Run 1, logic cells by family:
Drawn at 12 px/µm.
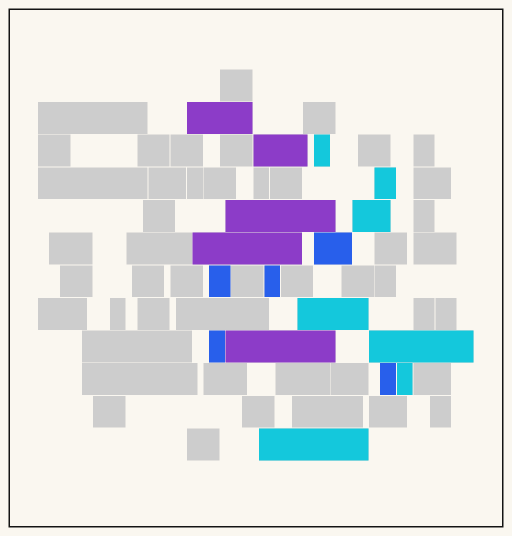
Run 1, I/O pins on the die edge:
Drawn at 6 px/µm. Pins as bars across the die edge, other pins in grey.
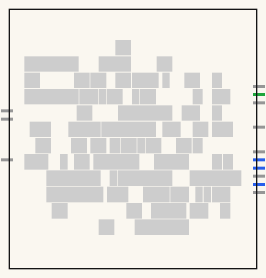
Run 1, clock network drawn from the DEF:
Drawn at 8 px/µm.
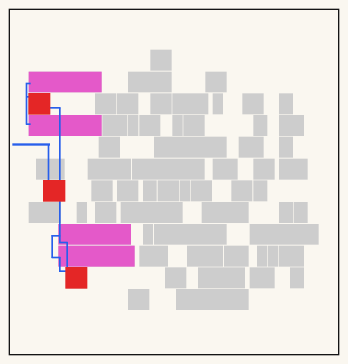
`src/rtl/cpu_controller.sv`:
```
// Phase-sequencing control unit for the 8-bit accumulator CPU: walks the
// 8-phase instruction cycle and decodes per-phase register/memory enables.
module cpu_controller (
    input  logic       clk,
    input  logic       rst_,
    input  logic [2:0] opcode,
    input  logic       zero,
    output logic       mem_rd,
    output logic       load_ir,
    output logic       halt,
    output logic       inc_pc,
    output logic       load_ac,
    output logic       load_pc,
    output logic       mem_wr
);

    typedef enum logic [2:0] {
        INST_ADDR  = 3'd0,
        INST_FETCH = 3'd1,
        INST_LOAD  = 3'd2,
        IDLE       = 3'd3,
        OP_ADDR    = 3'd4,
        OP_FETCH   = 3'd5,
        ALU_OP     = 3'd6,
        STORE      = 3'd7
    } phase_t;

    localparam logic [2:0] OP_HLT = 3'd0;
    localparam logic [2:0] OP_SKZ = 3'd1;
    localparam logic [2:0] OP_ADD = 3'd2;
    localparam logic [2:0] OP_AND = 3'd3;
    localparam logic [2:0] OP_XOR = 3'd4;
    localparam logic [2:0] OP_LDA = 3'd5;
    localparam logic [2:0] OP_STO = 3'd6;
    localparam logic [2:0] OP_JMP = 3'd7;

    phase_t     phase_reg;
    phase_t     phase_next;
    logic       halted_reg;
    logic       halted_next;
    logic [2:0] phase_inc;
    logic       is_aluop;

    assign phase_inc = phase_reg + 3'd1;
    assign is_aluop  = (opcode == OP_ADD) || (opcode == OP_AND) ||
                       (opcode == OP_XOR) || (opcode == OP_LDA);

    always_ff @(posedge clk or negedge rst_) begin
        if (!rst_) begin
            phase_reg  <= INST_ADDR;
            halted_reg <= 1'b0;
        end else begin
            phase_reg  <= phase_next;
            halted_reg <= halted_next;
        end
    end

    // Once halted the phase freezes at OP_ADDR; only reset leaves this state.
    always_comb begin
        phase_next  = phase_reg;
        halted_next = halted_reg;
        if (!halted_reg) begin
            if ((phase_reg == OP_ADDR) && (opcode == OP_HLT)) begin
                halted_next = 1'b1;
            end else begin
                phase_next = phase_t'(phase_inc);
            end
        end
    end

    // Phases 0-3 never look at opcode, so an unsettled IR cannot disturb them.
    always_comb begin
        mem_rd  = 1'b0;
        load_ir = 1'b0;
        halt    = 1'b0;
        inc_pc  = 1'b0;
        load_ac = 1'b0;
        load_pc = 1'b0;
        mem_wr  = 1'b0;
        if (halted_reg) begin
            halt = 1'b1;
        end else begin
            case (phase_reg)
                INST_ADDR: begin
                end
                INST_FETCH: begin
                    mem_rd = 1'b1;
                end
                INST_LOAD: begin
                    mem_rd  = 1'b1;
                    load_ir = 1'b1;
                end
                IDLE: begin
                    mem_rd  = 1'b1;
                    load_ir = 1'b1;
                end
                OP_ADDR: begin
                    halt   = (opcode == OP_HLT);
                    inc_pc = (opcode != OP_HLT);
                end
                OP_FETCH: begin
                    mem_rd = is_aluop;
                end
                ALU_OP: begin
                    mem_rd  = is_aluop;
                    load_ac = is_aluop;
                    inc_pc  = (opcode == OP_SKZ) && zero;
                    load_pc = (opcode == OP_JMP);
                end
                STORE: begin
                    mem_rd  = is_aluop;
                    load_ac = is_aluop;
                    inc_pc  = (opcode == OP_JMP);
                    load_pc = (opcode == OP_JMP);
                    mem_wr  = (opcode == OP_STO);
                end
            endcase
        end
    end

endmodule

```
`config.mk`:
```
export PLATFORM = sky130hd
export DESIGN_NAME = cpu_controller
export DESIGN_NICKNAME = d
export VERILOG_FILES = /design/src/rtl/cpu_controller.sv
export SDC_FILE = /design/constraint.sdc
export NUM_CORES = 1
export LEC_CHECK = 0
export CORE_AREA = 2 2 39 41
export CTS_BUF_LIST = sky130_fd_sc_hd__clkbuf_4
export CTS_CLUSTER_SIZE = 16
export DETAILED_ROUTE_END_ITERATION = 10
export DIE_AREA = 0 0 41 43
export SYNTH_ARGS = -nofsm -noshare
export SYNTH_HDL_FRONTEND = slang
export SYNTH_SLANG_ARGS = --single-unit
```
`constraint.sdc`:
```
create_clock -name clk -period 2 [get_ports clk]
set_clock_uncertainty 0.15 [all_clocks]
set_input_delay 0.4 -clock clk [delete_from_list [all_inputs] [get_ports clk]]
set_output_delay 0.4 -clock clk [all_outputs]
set_load 0.01 [all_outputs]
```
==> Slide: Implementation Results <==
Flow Results at a Glance

Finish
  – Logic share of the area: 45.9%
  – Flop share of the area: 14.8%
  – Filler Cell Count: 140
  – Largest register FFs: 3
  – Clk tree area frac: 3.29%
  – Combinational Area: 314 µm²

Synthesis
  – Unique masters post-synth: 20
  – Top-area cell share: 28.6%
  – Top cells, area: dfrtp_1, ha_1, a31oi_4, nor4b_1, xnor2_1
  – Synth warnings: 0
  – Synthesized area: about 350 µm²
  – Dominant cell type by area after synthesis: dfrtp_1
  – FFs w/ async S/R, synth: 100%

Setup path
  – Critical R2R Launch: phase_reg[0]
  – Crit path max fanout: 3
  – R2R depth: 7
  – Top delay family on crit path: flip-flops
  – CP Class: reg -> out

Drt
  – First drt pass iteration count: 2
  – M1 WL: between 300 and 400 µm
  – Via density: 4.38

Clock tree
  – Root buffer cell: clkbuf_4
  – Longest Clk Path Bufs: 2
  – Clock sink count: 4
  – Post-CTS Hold Buffers: 0
  – Clock transition at path regs: around 0.03 ns

Placement
  – DP HPWL: 601 µm
  – Pre-CTS setup slack: -0.570 ns

Timing
  – Hold Slack: 0.226 ns
  – # setup viols final: 1
  – Post-layout worst setup margin: -0.0296 ns

Floorplanning
  – Number of I/O pins: 13
  – Die area: around 0.0018 mm²
  – Tap cells: 16

Status
  – Failing checks: setup timing
  – Status: finished, violations left

Power and ir drop
  – PwrDens: 1440 mW/mm²
  – Total power: 0.986 mW
  – Psw: 0.366 mW

Flow run
  – Tool Warnings: 31

Global route
  – Grt total ovfl: 0
Back to the opening pictures, 'logic cells by family':
purple -> adder and majority cells  # cells 5
cyan -> NOR gates  # cells 7
blue -> NAND gates  # cells 5, where centre

Back to the opening pictures, 'I/O pins on the die edge':
green -> `mem_rd`  # pins 1, direction output, edge right
blue -> `opcode`  # pins 3, direction input, edge right
Port Buf Inserts: 12
die width: 41 µm
Die Ht: 43 µm

Back to the opening pictures, 'clock network drawn from the DEF':
magenta -> flip-flops  # count 4
red -> cells driving clock nets  # count 3
blue -> clock wires  # length 51.8 µm
flops lie = middle left
clock group share of total power: 9.5%
Clock group: 0.0938 mW

[run 1: worst max path at each step]
stage,to,depth (start not counted)
2_1_floorplan,inc_pc,4
3_3_place_gp,inc_pc,5
3_5_place_dp,inc_pc,5
4_1_cts,inc_pc,5
5_1_grt,inc_pc,6
6_report,inc_pc,6
[run 1: what timing repair did]
action / 4_1_cts / 5_1_grt
buffers inserted: 5 / 3
endpoints found under the setup margin: 7 / 5
resized: 24 / 24
pin swaps: 3 / 3
[run 1: logic make-up after synthesis]
kind of cell,Yosys count
DFF,4
muxes,2
AOI/OAI and AO/OA,4
adders and majority gates,5
xor gates and xnor gates,2
buffers and inverters,5
and+or+nand+nor,12
[run 1: per-layer routing]
| layer | global-route usage, % | up-vias |
|---|---|---|
| li1 | - | 182 |
| met1 | 13.4 | 155 |
| met2 | 15.6 | 13 |
| met3 | 3.14 | 0 |
| met4 | 8.00 | 0 |
| met5 | 0 | - |
[run 1: layout by cell type, fill, tap and decap left out]
cell	Yosys	final
nand4b_1	1	1
dfrtp_2	0	1
inv_2	0	3
nor4b_4	0	1
nor4b_1	2	1
buf_4	0	17
buf_2	1	2
dfrtp_1	4	3
nand3_1	1	1
clkdlybuf4s50_1	0	2
nor3_4	1	1
a211oi_1	1	1
clkbuf_4	0	3
mux2i_1	1	1
mux2_4	1	1
nand2_1	3	3
ha_2	0	1
o32ai_2	0	1
ha_1	5	1
xnor2_1	2	2
clkbuf_2	0	4
nor2_1	2	2
dlygate4sd2_1	0	3
nor4bb_4	0	1
nor3_1	1	1
a31oi_2	0	1
a31oi_4	1	1
ha_4	0	3
buf_6	0	1
Power is estimated from default activity; no workload was simulated.
